==> images/floorplan.png <==
Pins as bars on the die edge.
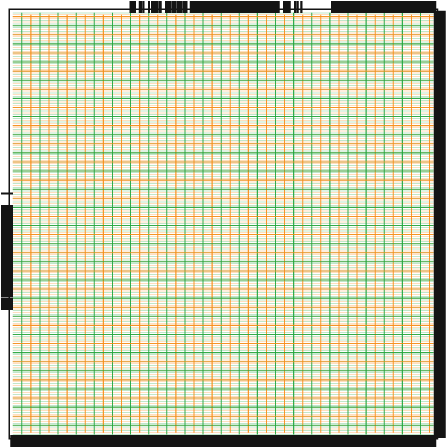
==> images/ff_map.png <==
Other sequential cells in the stronger grey, the rest of the logic in the fainter grey.
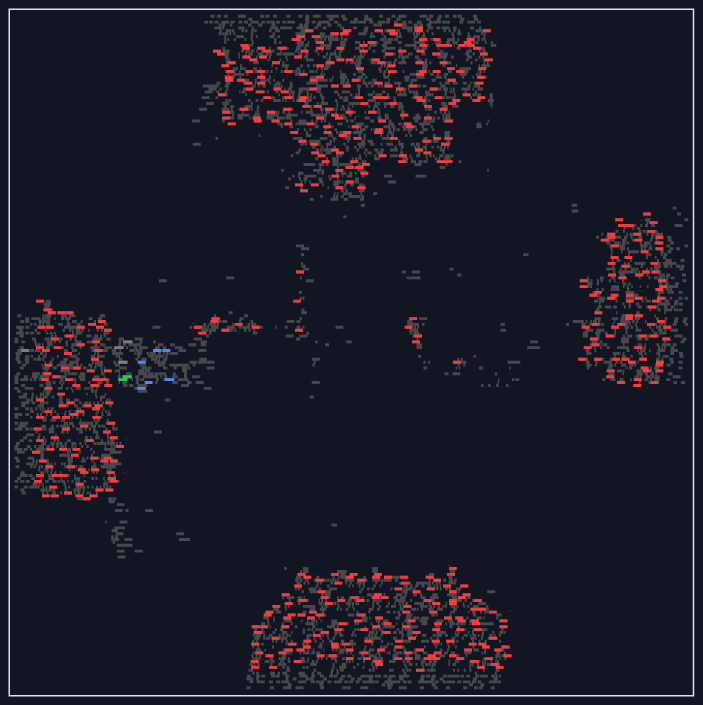
$ cat config.mk
export PLATFORM = sky130hd
export DESIGN_NAME = axis_digest_tx_flat
export DESIGN_NICKNAME = d
export VERILOG_FILES = /design/src/rtl/sha3_pkg.sv /design/src/rtl/axis_digest_tx_if.sv /design/src/rtl/sha3_digest_select.sv /design/src/rtl/axis_digest_tx.sv /design/src/flat_wrapper.sv
export SDC_FILE = /design/constraint.sdc
export NUM_CORES = 1
export LEC_CHECK = 0
export CORE_AREA = 4 4 635 637
export CTS_BUF_LIST = sky130_fd_sc_hd__clkbuf_4 sky130_fd_sc_hd__clkbuf_8
export CTS_CLUSTER_DIAMETER = 30
export DETAILED_ROUTE_END_ITERATION = 6
export DIE_AREA = 0 0 639 641
export PLACE_DENSITY = 0.36
export SLEW_MARGIN = 20
export SYNTH_ARGS = -nofsm -noshare
export SYNTH_HDL_FRONTEND = slang
export SYNTH_HIERARCHICAL = 1
export SYNTH_SLANG_ARGS = --single-unit
$ cat constraint.sdc
create_clock -name ACLK -period 1.8 [get_ports ACLK]
set_input_delay 0.54 -clock ACLK [delete_from_list [all_inputs] [get_ports ACLK]]
set_output_delay 0.54 -clock ACLK [all_outputs]
set_load 0.01 [all_outputs]
$ cat src/rtl/sha3_pkg.sv
// Shared SHA-3 types for the digest transmit path: Keccak state layout, mode encoding, FSM states.
package sha3_pkg;

    typedef logic [0:4][0:4][63:0] keccak_state_t;

    typedef enum logic [1:0] {SHA3_224, SHA3_256, SHA3_384, SHA3_512} sha3_mode_t;

    typedef enum logic {IDLE, SEND} tx_state_t;

    localparam int unsigned DIGEST_MAX = 512;

    function automatic logic [9:0] digest_bits(input sha3_mode_t m);
        case (m)
            SHA3_224: return 10'd224;
            SHA3_256: return 10'd256;
            SHA3_384: return 10'd384;
            default:  return 10'd512;
        endcase
    endfunction

endpackage

$ cat src/rtl/axis_digest_tx_if.sv
// AXI-Stream bundle carrying digest beats; TID carries the SHA-3 mode of the packet.
interface axis_digest_tx_if #(
    parameter int DATA_WIDTH = 16
);
    logic                  TVALID;
    logic                  TREADY;
    logic [DATA_WIDTH-1:0] TDATA;
    logic                  TLAST;
    logic [1:0]            TID;

    modport master (output TVALID, TDATA, TLAST, TID, input TREADY);
    modport slave  (input TVALID, TDATA, TLAST, TID, output TREADY);
endinterface

$ cat src/rtl/sha3_digest_select.sv
// Combinational: flattens the Keccak state lane-by-lane and keeps only the digest bits of the mode.
module sha3_digest_select
    import sha3_pkg::*;
(
    input  keccak_state_t           S_in,
    input  sha3_mode_t              mode,
    output logic [DIGEST_MAX-1:0]   digest
);
    logic [25*64-1:0] flat;
    logic             unused_upper_lanes;

    always_comb begin
        flat = '0;
        for (int x = 0; x < 5; x++) begin
            for (int y = 0; y < 5; y++) begin
                flat[64*(5*x+y) +: 64] = S_in[x][y];
            end
        end
    end

    // Lanes above 512 bits never reach any digest length.
    assign unused_upper_lanes = ^flat[25*64-1:DIGEST_MAX];

    always_comb begin
        digest = '0;
        for (int i = 0; i < DIGEST_MAX; i++) begin
            if (10'(i) < digest_bits(mode)) digest[i] = flat[i];
        end
    end
endmodule

$ cat src/rtl/axis_digest_tx.sv
// AXI-Stream master serialising the SHA-3 digest LSB-first, DATA_WIDTH bits per beat.
// Optional build macro SHA3_TX_BYTESWAP_EN byte-reverses each beat at the output.
module axis_digest_tx
    import sha3_pkg::*;
#(
    parameter int DATA_WIDTH = 16
) (
    input  logic                ACLK,
    input  logic                ARESETn,
    input  logic                start,
    input  logic [1:0]          mode,
    input  keccak_state_t       S_in,
    output logic                busy,
    output logic                done,
    axis_digest_tx_if.master    m_axis
);
    if (DATA_WIDTH != 8 && DATA_WIDTH != 16 && DATA_WIDTH != 32) begin : g_bad_width
        $error("axis_digest_tx: DATA_WIDTH must be 8, 16 or 32");
    end

    function automatic logic [5:0] last_beat(input sha3_mode_t m);
        return 6'((int'(digest_bits(m)) / DATA_WIDTH) - 1);
    endfunction

    logic [DIGEST_MAX-1:0] digest_sel;
    logic [DIGEST_MAX-1:0] digest_r;
    tx_state_t             state;
    sha3_mode_t            mode_r;
    logic [5:0]            cnt;
    logic                  tvalid_r;
    logic                  tlast_r;
    logic                  handshake;
    logic [DATA_WIDTH-1:0] beat;
    logic [DATA_WIDTH-1:0] tdata;

    sha3_digest_select u_select (
        .S_in   (S_in),
        .mode   (sha3_mode_t'(mode)),
        .digest (digest_sel)
    );

    assign handshake = tvalid_r && m_axis.TREADY;

    // The digest register shifts right per beat, so the current beat is always its low slice.
    always_ff @(posedge ACLK) begin
        if (!ARESETn) begin
            state    <= IDLE;
            mode_r   <= SHA3_224;
            cnt      <= '0;
            digest_r <= '0;
            tvalid_r <= 1'b0;
            tlast_r  <= 1'b0;
            busy     <= 1'b0;
            done     <= 1'b0;
        end else begin
            done <= 1'b0;
            case (state)
                IDLE: begin
                    if (start) begin
                        digest_r <= digest_sel;
                        mode_r   <= sha3_mode_t'(mode);
                        cnt      <= '0;
                        tvalid_r <= 1'b1;
                        tlast_r  <= 1'b0;
                        busy     <= 1'b1;
                        state    <= SEND;
                    end
                end
                SEND: begin
                    if (handshake) begin
                        if (cnt == last_beat(mode_r)) begin
                            digest_r <= '0;
                            tvalid_r <= 1'b0;
                            tlast_r  <= 1'b0;
                            busy     <= 1'b0;
                            done     <= 1'b1;
                            state    <= IDLE;
                        end else begin
                            digest_r <= digest_r >> DATA_WIDTH;
                            cnt      <= cnt + 6'd1;
                            tlast_r  <= (cnt + 6'd1 == last_beat(mode_r));
                        end
                    end
                end
                default: state <= IDLE;
            endcase
        end
    end

    assign beat = digest_r[DATA_WIDTH-1:0];

`ifdef SHA3_TX_BYTESWAP_EN
    always_comb begin
        tdata = '0;
        for (int b = 0; b < DATA_WIDTH/8; b++) begin
            tdata[DATA_WIDTH-1-8*b -: 8] = beat[8*b +: 8];
        end
    end
`else
    assign tdata = beat;
`endif

    assign m_axis.TVALID = tvalid_r;
    assign m_axis.TDATA  = tdata;
    assign m_axis.TLAST  = tlast_r;
    assign m_axis.TID    = mode_r;
endmodule

$ cat src/flat_wrapper.sv
// flat-port wrapper written by rule: the top's interface ports become plain ports
module axis_digest_tx_flat import sha3_pkg::*;
#(
    parameter int DATA_WIDTH = 16
)
  (ACLK, ARESETn, start, mode, S_in, busy, done, m_axis_TVALID, m_axis_TDATA, m_axis_TLAST, m_axis_TID, m_axis_TREADY);
  axis_digest_tx_if #(.DATA_WIDTH(DATA_WIDTH)) m_axis_i ();
  input  logic ACLK;
  input  logic ARESETn;
  input  logic start;
  input  logic [1:0] mode;
  input  keccak_state_t S_in;
  output logic busy;
  output logic done;
  output wire logic [$bits(m_axis_i.TVALID)-1:0] m_axis_TVALID;
  output wire logic [$bits(m_axis_i.TDATA)-1:0] m_axis_TDATA;
  output wire logic [$bits(m_axis_i.TLAST)-1:0] m_axis_TLAST;
  output wire logic [$bits(m_axis_i.TID)-1:0] m_axis_TID;
  input wire logic [$bits(m_axis_i.TREADY)-1:0] m_axis_TREADY;
  assign m_axis_TVALID = m_axis_i.TVALID;
  assign m_axis_TDATA = m_axis_i.TDATA;
  assign m_axis_TLAST = m_axis_i.TLAST;
  assign m_axis_TID = m_axis_i.TID;
  assign m_axis_i.TREADY = m_axis_TREADY;
  axis_digest_tx #(.DATA_WIDTH(DATA_WIDTH)) u_core (.ACLK(ACLK), .ARESETn(ARESETn), .start(start), .mode(mode), .S_in(S_in), .busy(busy), .done(done), .m_axis(m_axis_i));
endmodule
==> Slide: Implementation Results <==
Synthesis and Place & Route Summary

Worst setup path
  • CP delay by family, top: AND-OR/OR-AND gates
  • Most common cell on crit path: buf_12
  • R2R depth: 9
  • R2r startpoint: u_core/cnt[3]
  • Startpoint types: register
  • Setup slack on the worst flop-to-flop path: -0.35 ns
  • CP peak stage delay: approximately 0.38 ns
  • Crit path cell chain: nor4b_4, a311o_1, a21boi_4, buf_6, buf_12, buf_16, buf_12, nand2_1, a21oi_2
  • CP Capture Point: u_core/digest_r[208]
  • CP Launch Point: u_core/cnt[3]
  • Worst r2r dst: u_core/digest_r[208]
  • CP max-delay cell: a311o_1
  • Critical path buffers and inverters: 4
  • Critical path required time: roughly 2.6 ns
  • Crit path kind: register to register
  • CP Depth: 9
  • Critical Path Fanout Max: 20
  • Worst EP arrival: just under 3 ns
  • Crit end category: register

Drt
  • DR iter-0 viols: 1,531
  • Routed len/inst: 15.8 um
  • Routed met1 length: around 63,000 um
  • Uppermost routed layer: met5
  • Drt first pass iters: 5
  • Routed wl met2: approximately 74,000 um
  • Post-route ant nets: 0
  • Via density: approximately 2.8
  • Metal3 WL: about 7400 um
  • Total Routed Length: 151,000 um
  • Vias: between 20,000 and 30,000
  • # DRC: 0

Job
  • Max_cap viols: 0
  • Tool warnings: ~1,000

Hold path
  • Worst hold path type: primary input to register
  • Worst Hold Path EP: u_core/digest_r[504]
  • Beginning of the worst hold path: S_in[1144]
  • Worst hold stages: 4

STA
  • Pins Over Slew Limit: 0
  • Final Hold Vio Count: 0
  • Hold WS: roughly 0.31 ns
  • Worst-Margin Slew: between 0.6 and 0.7 ns
  • Worst Setup Slack, final: -0.349 ns
  • Skew final: between 0.08 and 0.09 ns
  • Fin Setup TNS: -116.15 ns
  • Final period util: 1.19
  • Max Fclk: roughly 470 MHz
  • Final setup violation count: 520
  • RSZ-0062 raised after global routing: true
  • Minimum clock period: between 2 and 2.5 ns
  • Worst rel slew slack: 0.562

GRT
  • Gr ovfl total: 0
  • Met3 Use GR: 0.0148
  • First-pass GRT wire length: approximately 210,000 um
  • Gr usage total: 0.0703
  • Antenna violations before repair: around 66
  • Layer with the highest usage: met2
  • Vias in the first global route: approximately 28,000
  • Largest net degree at the start of global routing: a little over 80
  • Met2 Use GR: 0.118
  • GR Layer Usage met1: 0.0838

Synthesis
  • Post-synth top cells: o21ai_0, a21oi_1, dfxtp_1
  • Aoi share: 0.303
  • Post-synthesis sequential area ratio: 0.408
  • Cell type with the largest total area: dfxtp_1
  • Async SR Flop Fraction: 0
  • XOR/XNOR share of the synthesized area: 0.00102
  • Cell Area, Synth: ~26,000 um^2
  • Top cells, area: dfxtp_1, o21ai_0, a21oi_1, and2_1, nand2_1
  • Main synth FF type: dfxtp_1
  • Top-count cell post-synth: o21ai_0
  • Cell count listed in synth_stat.txt: between 3,000 and 4,000
  • Synth flops: around 520
  • EDFF count, synth: 0
  • Unique masters post-synth: about 42
  • Syn nets: ~5,000
  • Mux frac, synth: 0.000389
  • Syn Inst Count: 3,509
  • Top-area cell share: 0.408
  • Yosys Chip Area: about 26,000 um^2
  • Syn_area_per_cell: 7.33 um^2
  • Top logic family: AND-OR/OR-AND gates
  • Yosys warns: 6
  • Simple share: 0.204
  • Adder Share, Synth: 0.00292

Floorplan
  • Chip area: just over 400,000 um^2
  • Io pins: ~1,600
  • Initial Util: 0.0646
  • Site row count: 232

Finish
  • Nets: between 5,000 and 6,000
  • Post-route insts no fill: around 9,500
  • Layout cells sized above 1: 0.192
  • Final instance area: roughly 45,000 um^2
  • Dominant logic cell type in the layout: o21ai_0
  • Layout area overhead: 73.3%
  • Top cells excl fill/tap: o21ai_0, clkdlybuf4s50_1, dfxtp_1

Power
  • LEAKAGE: 15.1 nW
  • Clock power frac: 0.530
  • Clk. pwr: between 20 and 25 mW
  • Pwr dens: between 900 and 1000 nW/um^2
  • Cell Int Power: about 30 mW
  • Leading power group: clock
  • Comb pwr share: 0.152
  • Psw: approximately 12 mW
  • Post-layout total power: between 40 and 50 mW
  • Logic power comb: between 6 and 7 mW
  • Reg power frac: 0.318
  • Worst ir drop on vdd: slightly below 0.5 mV
  • Switch share: 0.282

Outcome
  • Run status: finished, violations left
  • Failing checks: setup timing

Clock network
  • H-tree Lvls: 4
  • Hold_buf cts: 1
  • Clk_lat worst skew: a little over 0.9 ns
  • Post-CTS setup buffer count: 14
  • PostCTS Resize Cnt: approximately 210
  • Total CTS buffers: 177
  • Clk slew on worst S/H paths: ~0.050 ns
  • Clk root buf: clkbuf_8
  • CTS tree: yes
  • CTS Buffer Depth: 4
  • Clock Sinks: ~520

Placement
  • Placer Congestion: about 0.78
  • Placed insts: between 9,000 and 10,000
  • Pre-CTS worst setup slack: -0.963 ns
  • DP Area: 38,700 um^2
  • HPWL after DPL: approximately 110,000 um
  • PortBufs: 539
About floorplan.png:
- green: VSS
- orange: VDD
- signal pins: 1,628
- rows: 232
width of the die: 639 um
core area: 398,000 um^2

About ff_map.png:
- green: `u_core/m_axis.TID` (flops 2)
- red: `u_core/digest_r` (flops 512; where all over the die)
- blue: `u_core/cnt` (flops 6; where middle left)
- not coloured: 4
Finished Core Util: 0.112
seq pwr: 13.5 mW
register area: 10,500 um^2
sequential cell area share: 0.236

## area by class of cell
cell class / count / area, um^2
Timing Repair Buffer: 793 / 9090
Sequential cell: 524 / 10500
Clock buffer: 256 / 3330
Inverter: 3 / 11.3
Antenna cell: 68 / 170
Fill cell: 46046 / 353000
Tap cell: 5265 / 6590
Multi-Input combinational cell: 2564 / 13900
Clock inverter: 68 / 943
## registers in the layout, summed over array words and instances (netlist names)
| name | count |
|---|---|
| u_core/m_axis.TVALID | 1 |
| u_core/digest_r | 512 |
| u_core/state | 1 |
| u_core/m_axis.TID | 2 |
| u_core/done | 1 |
| u_core/m_axis.TLAST | 1 |
| u_core/cnt | 6 |
Power is estimated from default activity; no workload was simulated.
